`config.mk`:
```
export PLATFORM = sky130hd
export DESIGN_NAME = trace_sram_loader
export DESIGN_NICKNAME = d
export VERILOG_FILES = /design/src/rtl/trace_loader_pkg.sv /design/src/rtl/trace_player.sv /design/src/rtl/trace_sram_loader.sv
export SDC_FILE = /design/constraint.sdc
export NUM_CORES = 1
export LEC_CHECK = 0
export ABC_AREA = 1
export CAP_MARGIN = 20
export CORE_ASPECT_RATIO = 1.75
export CORE_UTILIZATION = 45
export CTS_CLUSTER_DIAMETER = 50
export DETAILED_ROUTE_END_ITERATION = 10
export PLACE_DENSITY = 0.91
export SLEW_MARGIN = 20
export SYNTH_ARGS = -nofsm -noshare
export SYNTH_HDL_FRONTEND = slang
export SYNTH_SLANG_ARGS = --single-unit
```
`constraint.sdc`:
```
create_clock -name clk -period 2.1 [get_ports clk]
set_input_delay 0.42 -clock clk [delete_from_list [all_inputs] [get_ports clk]]
set_output_delay 0.42 -clock clk [all_outputs]
set_load 0.01 [all_outputs]
```
`src/rtl/trace_loader_pkg.sv`:
```
// rtl/trace_loader_pkg.sv - shared register map, bit indices and FSM states for the trace SRAM loader
// Purpose: register offsets (wbs_adr_i[3:2]), CTRL/STATUS bit positions and the loader/player state enum.
// Ports: none (package).
package trace_loader_pkg;

    localparam logic [1:0] REG_CTRL   = 2'd0;
    localparam logic [1:0] REG_STATUS = 2'd1;
    localparam logic [1:0] REG_DATA   = 2'd2;
    localparam logic [1:0] REG_COUNT  = 2'd3;

    localparam int CTRL_START = 0;
    localparam int CTRL_CLEAR = 1;
    localparam int CTRL_LOOP  = 2;

    localparam int STAT_BUSY  = 0;
    localparam int STAT_DONE  = 1;
    localparam int STAT_FULL  = 2;
    localparam int STAT_OVF   = 3;

    // Top uses IDLE/WR/WR_ACK, the player uses IDLE and the PB_* states.
    typedef enum logic [2:0] {
        IDLE,
        WR,
        WR_ACK,
        PB_RD,
        PB_WAIT,
        PB_EMIT,
        PB_GAP
    } loader_state_t;

endpackage

```
`src/rtl/trace_player.sv`:
```
// rtl/trace_player.sv - playback sequencer reading trace words from SRAM and strobing them out
// Purpose: on start walks rd_ptr 0..count-1; per word: SRAM read, wait, emit strobe, GAP idle cycles.
// Ports: clk, rst_n (async active-low); start/abort/loop/count control in; sram_dout read data in;
//        rd_en/rd_addr SRAM read request out; trace_ready/trace_addr trace output;
//        busy (sequencer active); pass_done (asserted in the cycle the final word of a pass ends).
module trace_player
    import trace_loader_pkg::*;
#(
    parameter int ADDR_W = 8,
    parameter int GAP    = 4
) (
    input  logic              clk,
    input  logic              rst_n,
    input  logic              start,
    input  logic              abort,
    input  logic              loop,
    input  logic [ADDR_W:0]   count,
    input  logic [31:0]       sram_dout,
    output logic              rd_en,
    output logic [ADDR_W-1:0] rd_addr,
    output logic              trace_ready,
    output logic [31:0]       trace_addr,
    output logic              busy,
    output logic              pass_done
);

    localparam int GW = (GAP > 1) ? $clog2(GAP) : 1;

    loader_state_t     st;
    logic [ADDR_W-1:0] rd_ptr;
    logic [GW-1:0]     gap_cnt;
    logic              word_end;
    logic              last_word;

    // With GAP=0 the emit cycle is also the last cycle of the word.
    assign word_end  = (GAP == 0) ? (st == PB_EMIT) : ((st == PB_GAP) && (gap_cnt == '0));
    assign last_word = ({1'b0, rd_ptr} == (count - 1'b1));
    assign pass_done = word_end & last_word & ~abort;
    assign busy      = (st != IDLE);
    assign rd_addr   = rd_ptr;

    always_ff @(posedge clk or negedge rst_n) begin
        if (!rst_n) begin
            st          <= IDLE;
            rd_ptr      <= '0;
            gap_cnt     <= '0;
            rd_en       <= 1'b0;
            trace_ready <= 1'b0;
            trace_addr  <= '0;
        end else begin
            trace_ready <= 1'b0;
            rd_en       <= 1'b0;
            if (abort) begin
                st <= IDLE;
            end else begin
                case (st)
                    IDLE: begin
                        if (start) begin
                            rd_ptr <= '0;
                            rd_en  <= 1'b1;
                            st     <= PB_RD;
                        end
                    end
                    PB_RD:   st <= PB_WAIT;
                    PB_WAIT: begin
                        trace_addr  <= sram_dout;
                        trace_ready <= 1'b1;
                        st          <= PB_EMIT;
                    end
                    PB_EMIT: begin
                        if (GAP != 0) begin
                            gap_cnt <= GW'(GAP - 1);
                            st      <= PB_GAP;
                        end
                    end
                    PB_GAP: begin
                        if (gap_cnt != '0) gap_cnt <= gap_cnt - 1'b1;
                    end
                    default: st <= IDLE;
                endcase
                // End-of-word decision overrides the per-state defaults above.
                if (word_end) begin
                    if (!last_word) begin
                        rd_ptr <= rd_ptr + 1'b1;
                        rd_en  <= 1'b1;
                        st     <= PB_RD;
                    end else if (loop) begin
                        rd_ptr <= '0;
                        rd_en  <= 1'b1;
                        st     <= PB_RD;
                    end else begin
                        st <= IDLE;
                    end
                end
            end
        end
    end

endmodule

```
`src/rtl/trace_sram_loader.sv`:
```
// rtl/trace_sram_loader.sv - Wishbone-loaded trace SRAM with in-order playback to the cache model
// Purpose: Wishbone register window (CTRL/STATUS/DATA/COUNT) at BASE_ADDR, SRAM write path,
//          SRAM port mux, playback via trace_player. Optional macro TRACE_LOOP_EN adds CTRL bit2 LOOP.
// Ports: clk, reset_n (async active-low); wbs_* Wishbone responder; sram_* port 0 of sram_32_256;
//        trace_ready_o/trace_addr_o trace strobe and word; irq_o playback-done interrupt.
module trace_sram_loader
    import trace_loader_pkg::*;
#(
    parameter logic [31:0] BASE_ADDR = 32'h3000_0000,
    parameter int          ADDR_W    = 8,
    parameter int          GAP       = 4
) (
    input  logic              clk,
    input  logic              reset_n,
    input  logic              wbs_stb_i,
    input  logic              wbs_cyc_i,
    input  logic              wbs_we_i,
    input  logic [3:0]        wbs_sel_i,
    input  logic [31:0]       wbs_adr_i,
    input  logic [31:0]       wbs_dat_i,
    output logic              wbs_ack_o,
    output logic [31:0]       wbs_dat_o,
    output logic              sram_csb0,
    output logic              sram_web0,
    output logic [ADDR_W-1:0] sram_addr0,
    output logic [31:0]       sram_din0,
    input  logic [31:0]       sram_dout0,
    output logic              trace_ready_o,
    output logic [31:0]       trace_addr_o,
    output logic              irq_o
);

    localparam logic [ADDR_W:0] DEPTH = {1'b1, {ADDR_W{1'b0}}};

    loader_state_t     st;
    logic [ADDR_W-1:0] wr_ptr;
    logic [ADDR_W:0]   count;
    logic              done, overflow, full, busy, loop_en;
    logic              wr_en;
    logic [ADDR_W-1:0] wr_addr;
    logic [31:0]       wr_din;
    logic              pb_rd_en, pass_done;
    logic [ADDR_W-1:0] pb_rd_addr;
    logic              hit, accept, reg_wr, data_push;
    logic              ctrl_start, ctrl_clear, pb_start;
    logic [1:0]        sel;
    logic [31:0]       rdata;
    logic              unused_bits;

    assign unused_bits = ^{wbs_sel_i, wbs_adr_i[1:0]};

    // A new request is taken only in IDLE and not while the previous ack is still out,
    // so a master holding stb through its ack cycle is never served twice.
    assign hit        = wbs_stb_i & wbs_cyc_i & (wbs_adr_i[31:4] == BASE_ADDR[31:4]);
    assign accept     = hit & ~wbs_ack_o & (st == IDLE);
    assign sel        = wbs_adr_i[3:2];
    assign reg_wr     = accept & wbs_we_i;
    assign ctrl_start = reg_wr & (sel == REG_CTRL) & wbs_dat_i[CTRL_START];
    assign ctrl_clear = reg_wr & (sel == REG_CTRL) & wbs_dat_i[CTRL_CLEAR];
    assign pb_start   = ctrl_start & ~ctrl_clear & ~busy & (count != '0);
    assign full       = (count == DEPTH);
    assign data_push  = reg_wr & (sel == REG_DATA) & ~busy & ~full;
    assign irq_o      = done & ~busy;

`ifdef TRACE_LOOP_EN
    logic loop_q;
    always_ff @(posedge clk or negedge reset_n) begin
        if (!reset_n)                        loop_q <= 1'b0;
        else if (reg_wr && sel == REG_CTRL) loop_q <= wbs_dat_i[CTRL_LOOP];
    end
    assign loop_en = loop_q;
`else
    assign loop_en = 1'b0;
`endif

    always_comb begin
        rdata = '0;
        case (sel)
            REG_CTRL:   rdata[CTRL_LOOP] = loop_en;
            REG_STATUS: begin
                rdata[STAT_BUSY] = busy;
                rdata[STAT_DONE] = done;
                rdata[STAT_FULL] = full;
                rdata[STAT_OVF]  = overflow;
            end
            REG_COUNT:  rdata[ADDR_W:0] = count;
            default:    rdata = '0;
        endcase
    end

    always_ff @(posedge clk or negedge reset_n) begin
        if (!reset_n) begin
            st        <= IDLE;
            wr_ptr    <= '0;
            count     <= '0;
            done      <= 1'b0;
            overflow  <= 1'b0;
            wr_en     <= 1'b0;
            wr_addr   <= '0;
            wr_din    <= '0;
            wbs_ack_o <= 1'b0;
            wbs_dat_o <= '0;
        end else begin
            wbs_ack_o <= 1'b0;
            wbs_dat_o <= '0;
            wr_en     <= 1'b0;
            case (st)
                IDLE: begin
                    if (accept) begin
                        if (data_push) begin
                            st      <= WR;
                            wr_en   <= 1'b1;
                            wr_addr <= wr_ptr;
                            wr_din  <= wbs_dat_i;
                        end else begin
                            wbs_ack_o <= 1'b1;
                            if (!wbs_we_i) wbs_dat_o <= rdata;
                            if (wbs_we_i && sel == REG_STATUS) begin
                                if (wbs_dat_i[STAT_DONE]) done     <= 1'b0;
                                if (wbs_dat_i[STAT_OVF])  overflow <= 1'b0;
                            end
                            // A DATA write that reaches here was refused (full or busy).
                            if (wbs_we_i && sel == REG_DATA) overflow <= 1'b1;
                            if (ctrl_start && !busy && count == '0) done <= 1'b1;
                        end
                    end
                end
                WR: begin
                    st        <= WR_ACK;
                    wbs_ack_o <= 1'b1;
                    wr_ptr    <= wr_ptr + 1'b1;
                    count     <= count + 1'b1;
                end
                WR_ACK:  st <= IDLE;
                default: st <= IDLE;
            endcase
            if (ctrl_clear) begin
                wr_ptr <= '0;
                count  <= '0;
                st     <= IDLE;
            end
            if (pass_done) done <= 1'b1;
        end
    end

    // Write and playback never overlap: writes are refused while the player is busy.
    assign sram_csb0  = ~(wr_en | pb_rd_en);
    assign sram_web0  = ~wr_en;
    assign sram_addr0 = wr_en ? wr_addr : pb_rd_addr;
    assign sram_din0  = wr_din;

    trace_player #(
        .ADDR_W (ADDR_W),
        .GAP    (GAP)
    ) u_player (
        .clk         (clk),
        .rst_n       (reset_n),
        .start       (pb_start),
        .abort       (ctrl_clear),
        .loop        (loop_en),
        .count       (count),
        .sram_dout   (sram_dout0),
        .rd_en       (pb_rd_en),
        .rd_addr     (pb_rd_addr),
        .trace_ready (trace_ready_o),
        .trace_addr  (trace_addr_o),
        .busy        (busy),
        .pass_done   (pass_done)
    );

endmodule

```
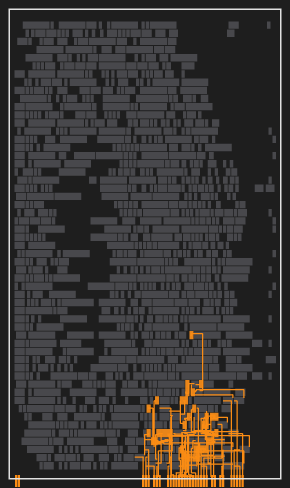
Run 1: port wiring
Drawn at 3 px/um.
| color | port | direction | end cells | buffers | wire |
|---|---|---|---|---|---|
| orange | wbs_adr_i | input | 32 | 33 | 867 um |
number of top-level pins: 214
number of buffer cells added on primary ports: 184

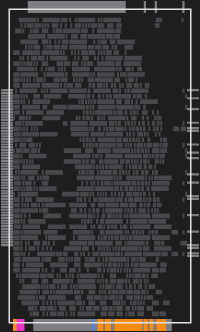
Run 1: pin map
Drawn at 2 px/um. Pins as bars across the die edge, other pins in gray.
| color | port | pins | direction | edge |
|---|---|---|---|---|
| magenta | wbs_sel_i | 4 | input | south |
| blue | wbs_stb_i | 1 | input | south |
| orange | wbs_adr_i | 32 | input | south |
all pins by edge: 81 south, 58 west, 56 north, 19 east
Chip Width: 90.0 um
vertical die dimension: 156 um

==> flow_summary.rst, run 1 <==
Physical design figures
=======================

.. list-table::
   :header-rows: 1

   * - Metric
     - Value
   * - Metal-1 WL
     - about 6000 um
   * - Area contributors post-synth
     - sky130_fd_sc_hd__dfrtp_1 49%, sky130_fd_sc_hd__nand2_1 19%, sky130_fd_sc_hd__inv_1 4.3%
   * - Fraction of final layout cells sized beyond drive strength 1
     - 0.118
   * - CTS Buf Count
     - 17
   * - Sink of the worst hold path
     - u_player.trace_addr[12]
   * - Placement-stage worst setup slack
     - -277 ps
   * - Number of violations reported at the end of detailed-routing iteration 0
     - between 400 and 500
   * - Post-synthesis cell count from yosys
     - about 770
   * - Buffer cell driving the clock tree root
     - sky130_fd_sc_hd__clkbuf_16
   * - Crit-path max cell delay
     - roughly 530 ps
   * - Critical R2R Launch
     - count[0]
   * - Final HPWL DP
     - roughly 12000 um
   * - Post-Layout Cell Count
     - between 1k and 1.5k
   * - Clock Pin Slew Worst Setup and Hold Paths
     - ~60 ps
   * - Netlist area before placement
     - between 0.006 and 0.007 mm^2
   * - TritonCTS clock tree
     - built
   * - Pwr dens
     - 630 mW/mm^2
   * - Highest clock rate
     - about 490 MHz
   * - Failing checks
     - design-rule violations
   * - Share of Yosys cell area claimed by the top area cell type
     - 0.488
   * - Core region area
     - around 0.013 mm^2
   * - Most popular library cell in the synthesized design by count
     - sky130_fd_sc_hd__nand2_1
   * - Grt total ovfl
     - 0
   * - Layout area overhead
     - 45.0%
   * - Highest Signal Layer
     - met4
   * - Post-layout period usage of the worst path
     - 0.964
   * - Count of clock tree sinks
     - 119
   * - Vias in the first global route
     - around 5.9k
   * - Reg2reg setup slack
     - between 100 and 150 ps
   * - Count of standard-cell rows
     - ~55
   * - Run status
     - finished, violations left
   * - Static leakage
     - 4.46 nW
   * - Met3 wirelength from detailed routing
     - around 850 um
   * - Clk_lat worst skew
     - around 410 ps
   * - Post-synth area from yosys stat
     - 0.00610 mm^2
   * - Data required time of the critical path
     - around 1700 ps
   * - Finish-stage setup viols
     - 0
   * - Library cells used by synthesis
     - 37
   * - Critical path arrival
     - about 1600 ps
   * - Drt pass-1 iters
     - 8
   * - Post-route DRC
     - 1
   * - Warnings, synthesis
     - 0
   * - Pin count of the biggest net entering global routing
     - about 50
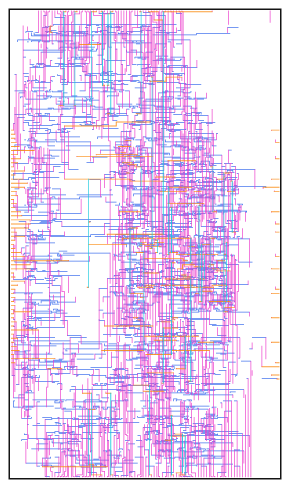
Run 1: metal layers overlaid
Drawn at 3 px/um.
| color | layer | wire length |
|---|---|---|
| magenta | M2 | 9460 um |
| blue | M1 | 6050 um |
| orange | M3 | 846 um |
| cyan | M4 | 903 um |
average routed wire per standard cell: 14.8 um
total number of vias: 5863
Overall Global Routing Usage: 0.250
final WL: 17300 um

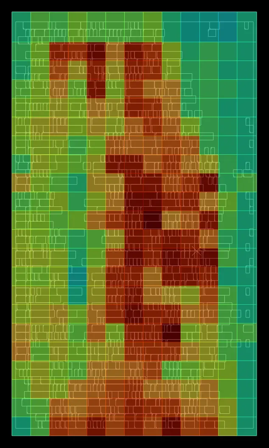
Run 1: congestion heat map
Util after Layout: 0.676
GRT met1 Usage: 0.246
met2 layer usage reported by global route: 0.464

==> run 1: metrics by stage <==
step	TNS (ps)	cell area [um^2]	power (mW)
final	0	8840	5.57
after global routing	0	8840	5.74
after CTS	0	8800	5.59
after detailed placement	-16070	8160	2.64
after global placement	-14340	8160	2.63
after floorplan	0	6180	2.41
==> run 1: worst max path at each step <==
stage          depth (start not counted)          start                 endpoint  slack (ps)
3_3_place_gp                          12  wbs_adr_i[29]  u_player.trace_addr[20]        -220
6_report                               3          wr_en                sram_web0          80
5_1_grt                               15       count[0]           u_player.st[1]           8
2_1_floorplan                         11       count[0]      u_player.rd_addr[3]         270
3_5_place_dp                          11  wbs_adr_i[27]  u_player.trace_addr[26]        -280
4_1_cts                                3          wr_en                sram_csb0           2
==> run 1: sequential cells by signal (all words and copies together), names as in the netlist <==
register / cells
sram_din0: 32
u_player.trace_addr: 32
count: 9
wbs_dat_o: 9
u_player.rd_addr: 8
wr_addr: 8
wr_ptr: 8
u_player.st: 3
st: 2
u_player.gap_cnt: 2
done: 1
overflow: 1
u_player.rd_en: 1
u_player.trace_ready: 1
wbs_ack_o: 1
wr_en: 1
==> run 1: critical path, delay by kind of cell (launching register included) <==
kind | cells | cell delay [ps]
DFF | 1 | 420
buffers and inverters | 3 | 770
==> run 1: per-layer routing <==
layer	track usage	vias up
met4	0.164	0
met3	0.0590	83
met1	0.246	2723
met2	0.464	274
met5	0	-
li1	-	2783
==> run 1: cell families after synthesis <==
logic type,Yosys count,synth area share
flip-flops,119,0.488
other,1,0.000615
adder cells (fa/ha/maj),6,0.0123
AND/OR/NAND/NOR,457,0.327
buffers and inverters,123,0.102
XOR/XNOR,13,0.0187
AND-OR/OR-AND,52,0.0511
==> run 1: what timing repair did <==
action                                  in CTS  in global routing
setup buffers                                3                  1
endpoints found under the setup margin      10                 71
hold buffers                                 1                  0
pin swaps                                    0                  1
endpoints found under the hold margin       27                  0
gates resized                               17                 13
==> run 1: final cells by class <==
cell class,count,area (um^2)
multi-input combinational,551,2610
sequential,119,2980
clock buffer,19,433
clock inverter,13,171
inverter,78,298
timing repair buffer,214,2130
tap,171,214
fill,969,4240
==> run 1: power by group <==
part / internal, mW / switching [mW] / total, mW
Sequential: 2.29 / 0.000000654 / 2.29
Combinational: 0.183 / 0.123 / 0.306
Clock: 1.88 / 1.09 / 2.97
Total: 4.36 / 1.21 / 5.57
Run 1, where the registers sit:
Drawn at 2 px/um.
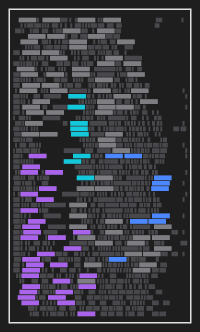

==> run 2, diff against run 1 <==
--- a/constraint.sdc
+++ b/constraint.sdc
@@ -3,2 +3,2 @@
 set_output_delay 0.42 -clock clk [all_outputs]
-set_load 0.01 [all_outputs]
+set_load 0.005 [all_outputs]
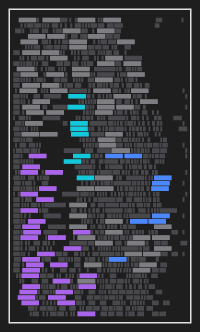
Run 2: where the registers sit
Drawn at 2 px/um.
| color | netlist name | flops |
|---|---|---|
| blue | count | 9 |
| purple | sram_din0 | 32 |
| cyan | wr_ptr | 8 |
not colored: 70
Util after Layout: 0.679
sequential fraction of total cell area: 0.336

==> flow_summary.rst, run 2 <==
Physical design figures
=======================

.. list-table::
   :header-rows: 1

   * - Metric
     - Value
   * - Run status
     - finished clean
   * - Vertical die dimension
     - ~160 um
   * - Count of standard-cell rows
     - 55
   * - Netlist area before placement
     - slightly above 0.006 mm^2
   * - Placed Area
     - between 0.008 and 0.009 mm^2
   * - Highest Signal Layer
     - met4
   * - CTS Buf Count
     - 17
   * - Clock Pin Slew Worst Setup and Hold Paths
     - approximately 60 ps
   * - Top FF cell, synth
     - sky130_fd_sc_hd__dfrtp_1
   * - Clock Skews
     - approximately 8.0 ps
   * - Most popular library cell in the synthesized design by count
     - sky130_fd_sc_hd__nand2_1
   * - TritonCTS clock tree
     - built
   * - Path class of the lowest-slack min-delay path
     - flip-flop to flip-flop
   * - Post-layout period usage of the worst path
     - 0.966
   * - Cell type with the highest aggregate area in the netlist
     - sky130_fd_sc_hd__dfrtp_1
   * - Critical path capture point type
     - output pin
   * - Area contributors post-synth
     - sky130_fd_sc_hd__dfrtp_1 49%, sky130_fd_sc_hd__nand2_1 19%, sky130_fd_sc_hd__inv_1 4.3%
   * - Wire length of the first global-routing pass
     - 27700 um
   * - Critical setup path kind
     - flip-flop to output pin
   * - Switch Pwr
     - ~1.2 mW
   * - Count of clock tree sinks
     - between 100 and 150
   * - Static leakage
     - 4.47 nW
   * - Sequential Area
     - 0.00298 mm^2
   * - Sequential fraction of design power
     - 0.412
   * - Antenna Cells
     - 0
   * - Finish-stage setup viols
     - 0
   * - Cell-internal power
     - between 4 and 5 mW
   * - Fraction of final layout cells sized beyond drive strength 1
     - 0.121
   * - Final HPWL DP
     - between 10000 and 15000 um
   * - Commonest non-fill, non-tap cell in the layout
     - sky130_fd_sc_hd__nand2_1
   * - Final nets
     - 1093
   * - Post-synthesis cell count from yosys
     - around 770
   * - Reg2reg setup slack
     - between 100 and 150 ps
   * - Vias in the first global route
     - between 5k and 6k
   * - Startpoint kind of the worst setup timing path
     - flip-flop
   * - Number of top-level pins
     - 214
   * - Grt total ovfl
     - 0
   * - Drt pass-1 iters
     - 5
   * - Post-route DRC
     - 0
   * - Max-capacitance violation count
     - 0
   * - Chip Width
     - 90.0 um
   * - Highest clock rate
     - between 400 and 500 MHz
   * - Flops after synth
     - 119
   * - Combinational group share of total power
     - 0.053
   * - Post-synth area from yosys stat
     - around 0.006 mm^2
   * - Critical path arrival
     - between 1500 and 2000 ps
   * - Area taken by multi-input logic gates
     - ~0.0026 mm^2
   * - Warnings, synthesis
     - 0
   * - Weighted congestion at the end of routability-driven global placement
     - ~0.9
   * - Pwr dens
     - around 630 mW/mm^2
   * - Clock power frac
     - 0.535
   * - Core region area
     - between 0.01 and 0.015 mm^2
   * - Layout area overhead
     - 45.5%
   * - Library cells used by synthesis
     - 37
   * - Data required time of the critical path
     - 1680 ps
   * - Metal-1 WL
     - between 6000 and 7000 um
   * - Buffer cell driving the clock tree root
     - sky130_fd_sc_hd__clkbuf_16
   * - Most used standard cells in the synthesized netlist
     - 307 x sky130_fd_sc_hd__nand2_1, 119 x sky130_fd_sc_hd__dfrtp_1, 70 x sky130_fd_sc_hd__inv_1, 53 x sky130_fd_sc_hd__nor2_1, 40 x sky130_fd_sc_hd__nand3_1
   * - FILL cells
     - a little under 1k
   * - Finished Cell Area
     - roughly 0.0089 mm^2
   * - Clock period minus final worst setup slack
     - between 2000 and 2500 ps
   * - Met3 wirelength from detailed routing
     - 831 um
   * - Sequential-to-total area share from yosys stat
     - 0.488
   * - Overall power of the completed layout
     - between 5 and 6 mW
   * - Final Hold Violation Tally
     - 0
   * - Worst setup margin
     - a little over 70 ps
   * - Setup TNS
     - 0 ps
   * - Net switching fraction of the power
     - 0.218
   * - Share of Yosys cell area claimed by the top area cell type
     - 0.488
   * - Proportion of register bits with asynchronous set or reset after synthesis
     - 1.00
   * - Count of mapped cells out of synthesis
     - approximately 770
   * - Number of violations reported at the end of detailed-routing iteration 0
     - about 470
   * - Number of buffer cells added on primary ports
     - between 150 and 200
   * - Pin count of the biggest net entering global routing
     - 50
   * - Placement-stage worst setup slack
     - -277 ps
   * - Clk_lat worst skew
     - ~420 ps
   * - Detailed route wirelength on metal2
     - roughly 9500 um
   * - Maximum buffer depth of the clock tree
     - 2
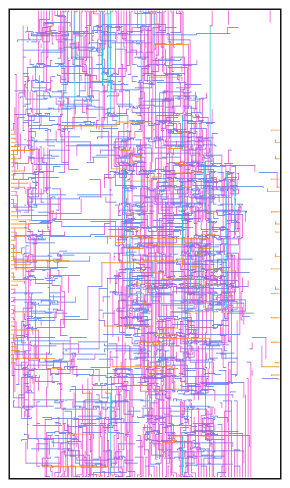
Run 2: metal layers overlaid
Drawn at 3 px/um.
| color | layer | wire length |
|---|---|---|
| orange | M3 | 831 um |
| magenta | M2 | 9530 um |
| cyan | M4 | 836 um |
| blue | M1 | 6260 um |
average routed wire per standard cell: 15.0 um
final WL: 17500 um
total number of vias: 5880
Overall Global Routing Usage: 0.252

run 2: critical path: stages (launching register included):
cell                              delay [ps]
sky130_fd_sc_hd__dfrtp_1                 410
sky130_fd_sc_hd__nor2_2                  170
sky130_fd_sc_hd__inv_2                    60
sky130_fd_sc_hd__nor2_2                  120
sky130_fd_sc_hd__inv_2                    70
sky130_fd_sc_hd__nor2_1                  120
sky130_fd_sc_hd__clkdlybuf4s15_1         250
run 2: through the flow:
step | hold WS, ps | std cells
floorplan | 124 | 793
global placement | 386 | 1128
finish | 477 | 1166
global route | 493 | 1166
CTS | 480 | 1164
detailed placement | 387 | 1128
run 2: cells by family after synthesis:
family | synth area share
other cells | 0.000615
simple gates | 0.327
buf+inv | 0.102
xor+xnor | 0.0187
flops | 0.488
compound gates | 0.0511
fa+ha+maj | 0.0123
run 2: what timing repair did:
item / 4_1_cts / 5_1_grt
hold buffers: 1 / 0
resized: 13 / 19
buffers inserted: 3 / 2
endpoints found under the setup margin: 10 / 77
endpoints found under the hold margin: 27 / 0
pin swaps: 0 / 2
run 2: path summary, 6_finish.rpt:
kind | from | to | cells past startpoint
worst min register to register | u_player.trace_addr[12] | u_player.trace_addr[12] | 2
max in group asynchronous | reset_n | count[6] | 3
min in group asynchronous | reset_n | u_player.trace_addr[26] | 2
worst max-delay path | u_player.st[1] | irq_o | 6
worst max register to register | count[1] | u_player.st[1] | 13
worst min-delay path | u_player.trace_addr[12] | u_player.trace_addr[12] | 2
run 2: cell type report:
cell class                 instances  area share
clock buffer                      19      0.0488
clock inverter                    13      0.0193
timing repair buffer             215       0.243
tap                              171      0.0241
multi-input combinational        551       0.295
sequential                       119       0.336
inverter                          78      0.0336
run 2: power by group through the flow:
| stage | registers, mW | logic (mW) | clock network, mW |
|---|---|---|---|
| after floorplan | 2.34 | 0.0664 | 0 |
| after global placement | 2.33 | 0.290 | 0 |
| after detailed placement | 2.33 | 0.295 | 0 |
| after CTS | 2.29 | 0.298 | 2.99 |
| after global routing | 2.29 | 0.324 | 3.13 |
| final | 2.29 | 0.297 | 2.98 |
run 2: routing by layer:
layer,track usage,vias up
met5,0,-
met4,0.164,0
met3,0.0624,74
met2,0.464,271
met1,0.249,2758
li1,-,2777
Run 2, congestion heat map:
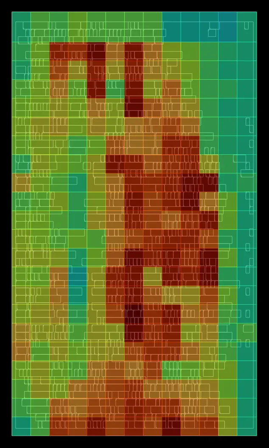

==> run 3, diff against run 2 <==
TNS_END_PERCENT = 20   (was unset)
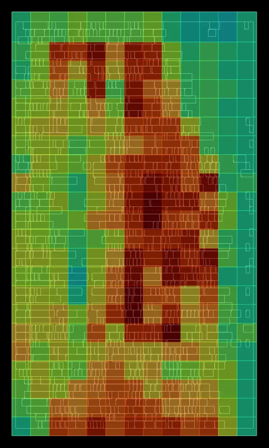
Run 3: congestion heat map
Util after Layout: 0.678
GRT met1 Usage: 0.245
Overall Global Routing Usage: 0.242
met2 layer usage reported by global route: 0.454

==> flow_summary.rst, run 3 <==
Physical design figures
=======================

.. list-table::
   :header-rows: 1

   * - Metric
     - Value
   * - Post-route DRC
     - 0
   * - Total number of vias
     - just under 6k
   * - Run status
     - finished clean
   * - Fraction of final layout cells sized beyond drive strength 1
     - 0.118
   * - Clock Pin Slew Worst Setup and Hold Paths
     - 60 ps
   * - Pwr dens
     - between 600 and 700 mW/mm^2
   * - Critical path capture point type
     - output pin
   * - Layout area overhead
     - 45.4%
   * - Final WL
     - approximately 17000 um
   * - Post-synth area from yosys stat
     - about 0.006 mm^2
   * - CTS Buf Count
     - 17
   * - Post-layout period usage of the worst path
     - 0.965
   * - Path class of the lowest-slack min-delay path
     - flip-flop to flip-flop
   * - Hold slack
     - ~480 ps
   * - Final HPWL DP
     - around 12000 um
   * - Number of violations reported at the end of detailed-routing iteration 0
     - roughly 380
   * - Grt total ovfl
     - 0
   * - Sequential-to-total area share from yosys stat
     - 0.488
   * - Number of top-level pins
     - 214
   * - Static leakage
     - approximately 4.5 nW
   * - Average routed wire per standard cell
     - between 10 and 15 um
   * - Highest clock rate
     - between 400 and 500 MHz
   * - Core region area
     - 0.0131 mm^2
   * - Post-Layout Cell Count
     - 1164
   * - Pin count of the biggest net entering global routing
     - ~50
   * - Number of buffer cells added on primary ports
     - roughly 180
   * - Data required time of the critical path
     - between 1500 and 2000 ps
   * - Clk_lat worst skew
     - roughly 420 ps
   * - Drt pass-1 iters
     - 5
   * - Pre-Place Util
     - 0.466
   * - Proportion of register bits with asynchronous set or reset after synthesis
     - 1.00
   * - Chip area
     - between 0.01 and 0.015 mm^2
   * - Vias in the first global route
     - 5795
   * - Critical path arrival
     - around 1600 ps
   * - Final nets
     - roughly 1.1k
   * - TritonCTS clock tree
     - built
   * - Area contributors post-synth
     - sky130_fd_sc_hd__dfrtp_1 49%, sky130_fd_sc_hd__nand2_1 19%, sky130_fd_sc_hd__inv_1 4.3%
   * - Clock period minus final worst setup slack
     - 2030 ps
   * - Count of mapped cells out of synthesis
     - roughly 770
   * - Share of Yosys cell area claimed by the top area cell type
     - 0.488
   * - Commonest non-fill, non-tap cell in the layout
     - sky130_fd_sc_hd__nand2_1
   * - Library cells used by synthesis
     - 37
   * - Maximum buffer depth of the clock tree
     - 2
   * - Most popular library cell in the synthesized design by count
     - sky130_fd_sc_hd__nand2_1
   * - Top FF cell, synth
     - sky130_fd_sc_hd__dfrtp_1
   * - Final Hold Violation Tally
     - 0
   * - Warnings, synthesis
     - 0
   * - Vertical die dimension
     - 156 um
   * - Cell Count Post-Placement
     - about 1.1k
   * - Count of standard-cell rows
     - around 55
   * - Finish-stage setup viols
     - 0
   * - Weighted congestion at the end of routability-driven global placement
     - between 0.8 and 0.9
   * - Max-capacitance violation count
     - 0
   * - Flops after synth
     - 119
   * - Clock Skews
     - 9.05 ps
   * - Cell type with the highest aggregate area in the netlist
     - sky130_fd_sc_hd__dfrtp_1
   * - Wire length of the first global-routing pass
     - between 20000 and 30000 um
   * - Buffer cell driving the clock tree root
     - sky130_fd_sc_hd__clkbuf_16
   * - Startpoint kind of the worst setup timing path
     - flip-flop
   * - Antenna Cells
     - 0
   * - Critical setup path kind
     - flip-flop to output pin
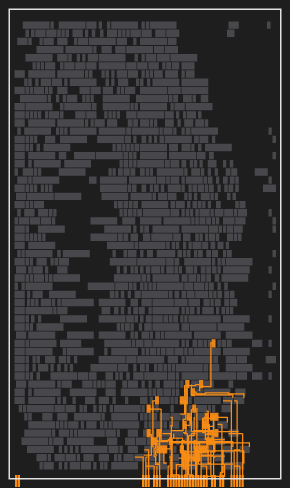
Run 3: port wiring
Drawn at 3 px/um.
| color | port | direction | end cells | buffers | wire |
|---|---|---|---|---|---|
| orange | wbs_adr_i | input | 32 | 33 | 828 um |

==> run 3: cell types whose count changed in the layout (fill, tap and decap cells not counted), moves of 2 or more <==
cell / previous run / this run
sky130_fd_sc_hd__dlymetal6s2s_1: 4 / 8
sky130_fd_sc_hd__clkdlybuf4s50_1: 174 / 172
sky130_fd_sc_hd__dlygate4sd2_1: 4 / 2
sky130_fd_sc_hd__o21ai_1: 10 / 8
==> run 3: metrics by stage <==
step	cell area, um^2	setup slack (ps)	utilization	total power, mW	setup TNS [ps]
2_1_floorplan	6180	267	-	2.40	0
3_3_place_gp	8160	-221	0.624	2.62	-14340
3_5_place_dp	8160	-277	0.624	2.63	-16070
4_1_cts	8770	-71.5	0.671	5.58	-237
5_1_grt	8860	-37.2	0.678	5.73	-175
6_report	8860	73.7	0.678	5.56	0
==> run 3: kinds of logic after synthesis <==
kind of cell,count (synthesis),synth area share
AOI/OAI and AO/OA,52,0.0511
xor gates and xnor gates,13,0.0187
adders and majority gates,6,0.0123
buffers and inverters,123,0.102
DFF,119,0.488
other,1,0.000615
and+or+nand+nor,457,0.327
==> run 3: layer usage <==
metal	wire length, um	GRT usage	part of all wire	vias to the layer above
li1	-	-	-	2772
met1	6140	0.245	0.36	2717
met2	9320	0.454	0.55	261
met3	742	0.0512	0.043	87
met4	881	0.144	0.052	0
met5	0	0	0	-
==> run 3: path summary, 6_finish.rpt <==
path	startpoint	end	slack, ps	cells after the start
min reg2reg	u_player.trace_addr[13]	u_player.trace_addr[13]	480	2
min	u_player.trace_addr[13]	u_player.trace_addr[13]	480	2
min in group asynchronous	reset_n	u_player.trace_addr[26]	490	2
max reg2reg	count[2]	u_player.st[1]	160	12
max in group asynchronous	reset_n	wr_en	990	3
max	u_player.st[1]	irq_o	70	6
==> run 3: repair_timing <==
| action | in CTS | in global routing |
|---|---|---|
| pin swaps | 0 | 2 |
| hold buffers | 1 | 0 |
| setup endpoints to repair | 10 | 46 |
| setup buffers | 0 | 3 |
| hold endpoints to repair | 27 | 0 |
| resized | 9 | 22 |
==> run 3: area by class of cell <==
type,instances,area (um^2)
clock inverters,13,171
fillers,965,4210
well taps,171,214
inverters,78,295
repair buffers,213,2140
clock buffers,19,433
flip-flops and latches,119,2980
multi-input cells,551,2630
==> run 3: power breakdown <==
group,internal [mW],switching (mW),total [mW]
combinational,0.182,0.114,0.296
clock,1.88,1.09,2.97
sequential,2.29,0.000000629,2.29
total,4.36,1.20,5.56
==> run 3: worst max-delay path, stage by stage (launching register included) <==
cell,delay [ps]
sky130_fd_sc_hd__dfrtp_1,410
sky130_fd_sc_hd__nor2_2,160
sky130_fd_sc_hd__inv_2,60
sky130_fd_sc_hd__nor2_2,110
sky130_fd_sc_hd__inv_2,70
sky130_fd_sc_hd__nor2_1,130
sky130_fd_sc_hd__clkdlybuf4s15_1,250
Power and IR drop assume default switching activity.
